==> config.mk <==
export PLATFORM = sky130hd
export DESIGN_NAME = ds_rr_arbiter
export DESIGN_NICKNAME = d
export VERILOG_FILES = /design/src/rtl/ds_rr_arbiter.sv
export SDC_FILE = /design/constraint.sdc
export NUM_CORES = 1
export LEC_CHECK = 0
export CAP_MARGIN = 40
export CORE_UTILIZATION = 28
export CTS_CLUSTER_DIAMETER = 50
export CTS_CLUSTER_SIZE = 16
export DETAILED_ROUTE_END_ITERATION = 10
export GPL_TIMING_DRIVEN = 0
export PLACE_DENSITY_LB_ADDON = 0.05
export SLEW_MARGIN = 10
export SYNTH_ARGS = -nofsm -noshare
export SYNTH_HDL_FRONTEND = slang
export SYNTH_SLANG_ARGS = --single-unit
==> constraint.sdc <==
create_clock -name clk -period 1.4 [get_ports clk]
set_clock_uncertainty 0.05 [all_clocks]
set_input_delay 0.21 -clock clk [delete_from_list [all_inputs] [get_ports clk]]
set_output_delay 0.21 -clock clk [all_outputs]
set_load 0.01 [all_outputs]
==> src/rtl/ds_rr_arbiter.sv <==
// rtl/ds_rr_arbiter.sv - round-robin arbiter sharing one outbound DataStream between CHANNELS requesters
//
// Grants one inbound channel at a time and passes it straight through to the
// outbound stream for a burst of up to BURST words. Each grant boundary costs
// one IDLE cycle, which is where the next channel is chosen.
//
// Ports:
//   clk      clock, all state updates on the rising edge
//   reset_n  asynchronous active-low reset
//   i_dat    inbound data, channel k at [k*DWIDTH +: DWIDTH]
//   i_val    inbound valid, one bit per channel
//   i_rdy    inbound ready, only the granted channel can see o_rdy
//   o_dat    outbound data (zero while idle)
//   o_val    outbound valid
//   o_rdy    outbound ready
//   o_chn    index of the channel currently driving o_dat

module ds_rr_arbiter #(
   parameter int CHANNELS = 4,
   parameter int DWIDTH   = 16,
   parameter int BURST    = 8,
   localparam int CW      = (CHANNELS > 1) ? $clog2(CHANNELS) : 1,
   localparam int BW      = (BURST > 1) ? $clog2(BURST) : 1
) (
   input  logic                         clk,
   input  logic                         reset_n,
   input  logic [CHANNELS*DWIDTH-1:0]   i_dat,
   input  logic [CHANNELS-1:0]          i_val,
   output logic [CHANNELS-1:0]          i_rdy,
   output logic [DWIDTH-1:0]            o_dat,
   output logic                         o_val,
   input  logic                         o_rdy,
   output logic [CW-1:0]                o_chn
);

   localparam logic [0:0] ST_IDLE  = 1'b0;
   localparam logic [0:0] ST_GRANT = 1'b1;

   logic [0:0]    state;
   logic [CW-1:0] gnt;
   logic [CW-1:0] last;
   logic [BW-1:0] cnt;

   logic [CW-1:0] pick;
   logic          xfer;
   logic          burst_end;

   // (base + off) modulo CHANNELS, off in 1..CHANNELS
   function automatic logic [CW-1:0] wrap_idx(input logic [CW-1:0] base, input int off);
      int s;
      s = int'(base) + off;
      if (s >= CHANNELS) s = s - CHANNELS;
      return CW'(s);
   endfunction

   // Cyclic search starting just after the last grant, so the channel that
   // was served most recently is considered last.
   always_comb begin
      logic found;
      logic [CW-1:0] cand;
      pick  = '0;
      found = 1'b0;
      cand  = '0;
      for (int i = 1; i <= CHANNELS; i++) begin
         cand = wrap_idx(last, i);
         if (!found && i_val[cand]) begin
            found = 1'b1;
            pick  = cand;
         end
      end
   end

   // Pass-through of the granted channel only; non-granted valids never
   // reach an output.
   always_comb begin
      o_dat = '0;
      o_val = 1'b0;
      o_chn = '0;
      i_rdy = '0;
      if (state == ST_GRANT) begin
         o_dat      = i_dat[gnt*DWIDTH +: DWIDTH];
         o_val      = i_val[gnt];
         o_chn      = gnt;
         i_rdy[gnt] = o_rdy;
      end
   end

   assign xfer      = o_val & o_rdy;
   assign burst_end = (cnt == BW'(BURST - 1));

   always_ff @(posedge clk or negedge reset_n) begin
      if (!reset_n) begin
         state <= ST_IDLE;
         gnt   <= '0;
         last  <= CW'(CHANNELS - 1);
         cnt   <= '0;
      end else begin
         case (state)
            ST_IDLE: begin
               if (|i_val) begin
                  gnt   <= pick;
                  last  <= pick;
                  cnt   <= '0;
                  state <= ST_GRANT;
               end
            end
            ST_GRANT: begin
               // Dropping valid is safe to act on: with o_val low nothing is
               // pending. A stalled word (o_val & !o_rdy) holds everything.
               if (!i_val[gnt]) begin
                  state <= ST_IDLE;
                  cnt   <= '0;
               end else if (xfer) begin
                  if (burst_end) begin
                     state <= ST_IDLE;
                     cnt   <= '0;
                  end else begin
                     cnt <= cnt + 1'b1;
                  end
               end
            end
            default: begin
               state <= ST_IDLE;
               cnt   <= '0;
            end
         endcase
      end
   end

endmodule
Fig. 1: signal wires on met3
Bar = 20 um.
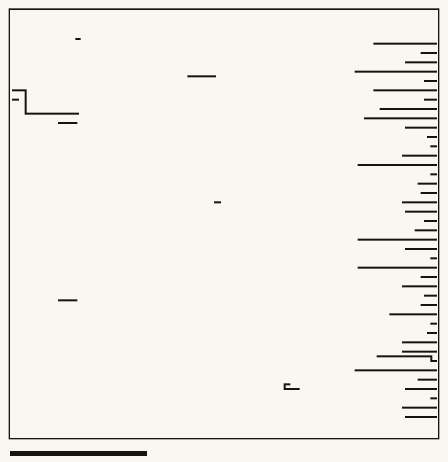
wire length on this layer: 220 um
nets with wire on the layer: 46

Fig. 2: I/O pins on the die edge
Bar = 20 um. Pins as bars across the die edge, other pins in gray.
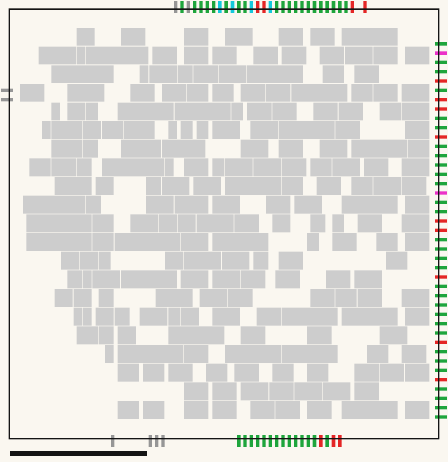
[red] `o_dat` | pins: 16 | direction: output | edge: 9 right, 4 top, 3 bottom
[magenta] `o_chn` | pins: 2 | direction: output | edge: right
[green] `i_dat` | pins: 64 | direction: input | edge: 30 right, 20 top, 14 bottom
[cyan] `i_rdy` | pins: 4 | direction: output | edge: top
all pins by edge: 41 right, 30 top, 21 bottom, 2 left

Fig. 3: cells by drive strength
Bar = 20 um.
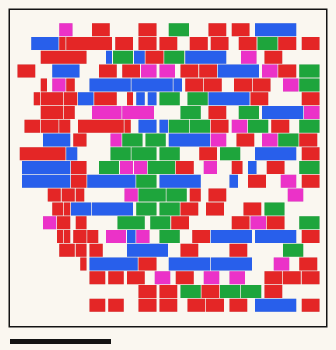
[red] x1 and smaller | cells: 107 | share: 51% | most used: clkdlybuf4s50_1
[blue] x2 | cells: 37 | share: 18% | most used: mux4_2
[green] x6 and larger | cells: 38 | share: 18% | most used: buf_6
[magenta] x3 and x4 | cells: 28 | share: 13% | most used: and2_4

Fig. 4: placement view
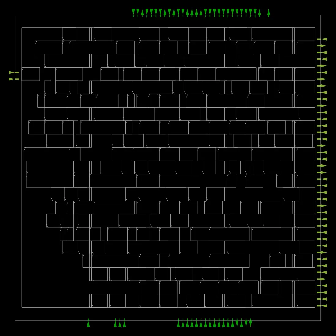
tally of non-filler cells in the final layout: 256
number of well taps: 46
Fillers: 244
number of cell rows: 21
FF+latch count: 8

Fig. 5: wiring by layer
Bar = 20 um.
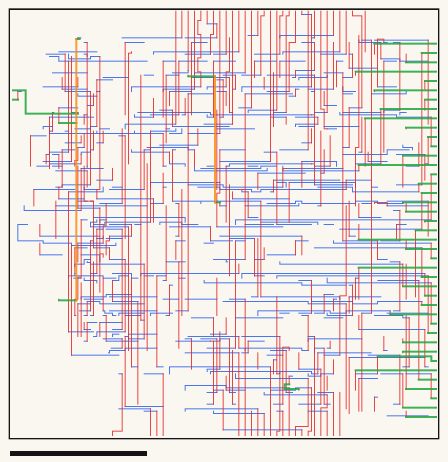
[red] M2 | wire length: 2,060 um
[green] M3 | wire length: 220 um
[blue] M1 | wire length: 1,800 um
[orange] M4 | wire length: 56.4 um

-- Yosys cell counts --
cell / instances
and2_1: 19
mux4_2: 16
dfrtp_1: 6
inv_1: 5
nand2_1: 4
a21o_1: 3
nor2_1: 3
nor3_1: 3
nor3b_1: 3
o2bb2ai_1: 3
a32oi_1: 2
buf_2: 2
buf_6: 2
clkbuf_1: 2
dfstp_2: 2
ha_1: 2
nand2b_1: 2
a21oi_1: 1
a2bb2oi_1: 1
a311oi_1: 1
a31oi_1: 1
mux2_2: 1
mux2i_1: 1
mux4_1: 1
nand3_1: 1
nand3b_1: 1
nor2b_1: 1
nor4_1: 1
o21ai_1: 1
or2_2: 1
-- worst register-to-register path: cells and delay by family, from the launching register on --
kind                   cells  cell delay [ns]
flip-flops                 1             0.44
multiplexers               1             0.30
AND/OR/NAND/NOR            1             0.09
buffers and inverters      3             0.38
AND-OR/OR-AND              1             0.05
-- layer usage --
metal	global-route usage	vias up	part of all wire
li1	-	591	-
met4	0.0698	0	0.014
met3	0.0255	5	0.053
met2	0.385	50	0.50
met1	0.283	599	0.44
met5	0	-	0
-- per-stage QoR --
stage                     cell area, um2  setup TNS [ns]
after detailed placement            2050          -15.46
after global routing                2380          -11.29
after floorplan                     1060           -1.20
after global placement              2050          -15.14
final                               2380           -9.98
after CTS                           2360           -9.80
-- cells by family after synthesis --
| group | share of synthesized area |
|---|---|
| buffers and inverters | 0.0576 |
| DFF | 0.199 |
| adders and majority gates | 0.0245 |
| AOI/OAI and AO/OA | 0.0980 |
| and+or+nand+nor | 0.222 |
| muxes | 0.400 |
-- registers in the layout, summed over array words and instances (netlist names) --
name	flops
state	1
last	2
gnt	2
cnt	3
-- power by group --
group / internal [mW] / total, mW / switching (mW)
sequential: 0.348 / 0.447 / 0.0986
clock: 0.110 / 0.209 / 0.0984
combinational: 2.31 / 3.63 / 1.32
total: 2.77 / 4.29 / 1.51
-- area by class of cell --
type,count,area (um2)
timing repair buffer,114,1140
fill,244,1040
multi-input combinational,73,857
sequential,8,205
buffer,6,71.3
tap,46,57.6
clock buffer,4,26.3
inverter,5,21.3
-- timing repair --
item | in CTS | in global routing
cloned | 1 | 0
setup buffers | 20 | 5
gates resized | 154 | 12
pin swaps | 10 | 2
endpoints found under the setup margin | 27 | 27
-- worst max path at each step --
stage / from / end / slack (ns) / cells after the start
after CTS: gnt[0] / o_dat[7] / -0.56 / 5
after global placement: i_val[3] / o_val / -0.79 / 5
after detailed placement: i_val[3] / o_val / -0.81 / 5
after floorplan: gnt[0] / o_dat[0] / -0.09 / 3
final: gnt[0] / o_dat[12] / -0.55 / 5
after global routing: gnt[0] / o_dat[12] / -0.60 / 5
==> run summary <==
Flow results are below.

- The category of cells accounting for the largest share of critical-path delay is multiplexers, for reference.
- The clock net in this run drives a total of 8 sinks.
- Per the CTS log, the root buffer master is clkbuf_4.
- Yosys printed 0 warnings.
- The starting density of the core is 0.299, for reference.
- The total via count in the routed design is roughly 1,200, for reference.
- Per the OpenROAD floorplan log, the area of the die is 3890 um2.
- For this block, the routed nets add up to ~4.1 mm of wire.
- The leakage component of the power was reported as 1.03 nW.
- Endpoints with negative setup slack in the final report add up to 27.
- The smallest hold slack is around 0.17 ns, for reference.
- Per the timing report, the achievable frequency comes out to 0.512 GHz.
- The maximum single-stage delay on the critical path is between 0.4 and 0.5 ns, for reference.
- The worst hold path belongs to the class input port to async pin.
- Among all stages on the critical path, the largest delay is contributed by mux4_2.
- According to the I/O placement log, the pin count is between 90 and 100.
- The fraction of post-synthesis cell area in the top cell type by area is 0.353, for reference.
- The run finished, with violations left.
- The headroom to the max-slew limit is 0.695, for reference.
- The worst register-to-register path begins at gnt[0].
- The unique cell type count in the Yosys netlist is 30, for reference.
- TritonRoute reported its final design rule violation total as 0.
- The most common logic cell in the final layout is clkdlybuf4s50_1.
- For this run, the detailed router's first-pass iteration total came to 4.
- The maximum resistive drop on vdd is 1.19 mV, for reference.
- Measured on the finished design, the core utilization comes to 0.697.
- The number of max-capacitance violations reported is 0, for reference.
- In this run the cell area of the synthesized design comes to approximately 1000 um2.
- TritonCTS built the clock tree.
- For reference, the final report shows the max-slew violation count at 0.
- The type of the worst setup path is flop to output pin, for reference.
- The finished design was reported to have a net count of roughly 280.
- The number of nets in the synthesized netlist is ~170, for reference.
- At the pin with the least slew margin, the transition time is roughly 0.45 ns.
- The number of global-route vias before repair is between 1,000 and 1,500, for reference.
- Setup repair after global routing could not meet its margin everywhere.
- The post-detailed-route via-to-cell ratio is roughly 5, for reference.
- The overflow left after global routing is 0, for reference.
- The number of antenna repair diodes is 0, for reference.
- The slack of the worst reg-to-reg path is -0.04 ns, for reference.
- TritonCTS created 3 clock buffers.
- Per the final layout report, the fraction of cells sized above drive strength 1 comes to 0.490.
- The endpoint class of the critical path is an output pin, for reference.
- For reference, the critical path cell chain is buf_8 > buf_6 > mux4_2 > and2_4 > buf_6.
- The die is 62.4 um wide.
- The average routed wire per standard cell is 16.1 um, for reference.
- The total buffers and inverters traversed by the critical path is 3, for reference.
- The final timing report gives a worst setup slack of -0.554 ns.
- The main area contributors are mux4_2, dfrtp_1, and2_1.
- OpenSTA, run right after detailed placement, puts the worst setup slack at -0.808 ns.
- According to the floorplan report, the placeable core area is 3420 um2.
- The tally of buffers added on design ports is 93, for reference.
- STA classifies the critical path startpoint as a flop.
- The worst-skew pair later-pin latency is ~0.27 ns, for reference.
- Per the placement report, the placed cell count is about 230.
- Looking at area per cell type in the netlist, the leader is mux4_2.
- The checks that failed: negative setup slack.
- The quantity of hold-fixing buffers added after cts is 0, for reference.
- Of all nets on the critical path, the largest fanout is 7.
- The final tally of hold violations is 0, for reference.
- The worst path in the final design needs a cycle of between 1.5 and 2 ns, including I/O delays and setup.
- The number of antenna violations at the first check in global routing came to 0.
- The summed standard-cell area reported by yosys is about 1000 um2, for reference.
- The synthesis-stage register bit count is 8, for reference.
- Routability-driven placement finished with a final weighted congestion of between 0.7 and 0.8.
- The count of instantiated cells in the yosys netlist is 92, for reference.
- The overall global routing resource usage is 0.220, for reference.
- The sequential area share after synthesis is 0.199, for reference.
- In this run the critical register-to-register path is captured at state.
- Detailed-route iteration 0 reported a violation count of 31.
- The critical path data arrival time is roughly 1.7 ns, for reference.
- The remaining number of nets flagged by the antenna check after routing is 0, for reference.
- The required time of the critical path is roughly 1.1 ns, for reference.
- The floorplan step set the die height to 62.4 um.
- Dividing the final minimum period by the clock period gives 1.40.
- The first-pass GRT wire length is 6.78 mm, for reference.
- The area growth from synthesis to layout is 133%.
- The gate count of the mapped netlist is slightly above 90, for reference.
- Counting along the longest clock path gives a buffer depth of 2.
- Entering global routing, the biggest net connects 11 pins.
- By instance count after routing, the leading logic cell types are clkdlybuf4s50_1, buf_6, mux4_2.
- The depth of the most critical reg-to-reg path is 6, for reference.
- Looking at the clock tree report, the H-tree level count equals 1.
- After legalization and detailed placement, the total HPWL measured roughly 3.0 mm.
- By instance count, the cell type seen most on the critical path is buf_6.
- The flow reported a cell area power density of between 1500 and 2000 nW/um2.
- The post-synthesis average cell area is 11.1 um2, for reference.
- Clock-pin slew was measured on the worst setup and hold paths at approximately 0.06 ns.
- The design draws about 4.3 mW.
- The tally of OpenROAD warnings is 29, for reference.
Power and IR drop assume default switching activity.
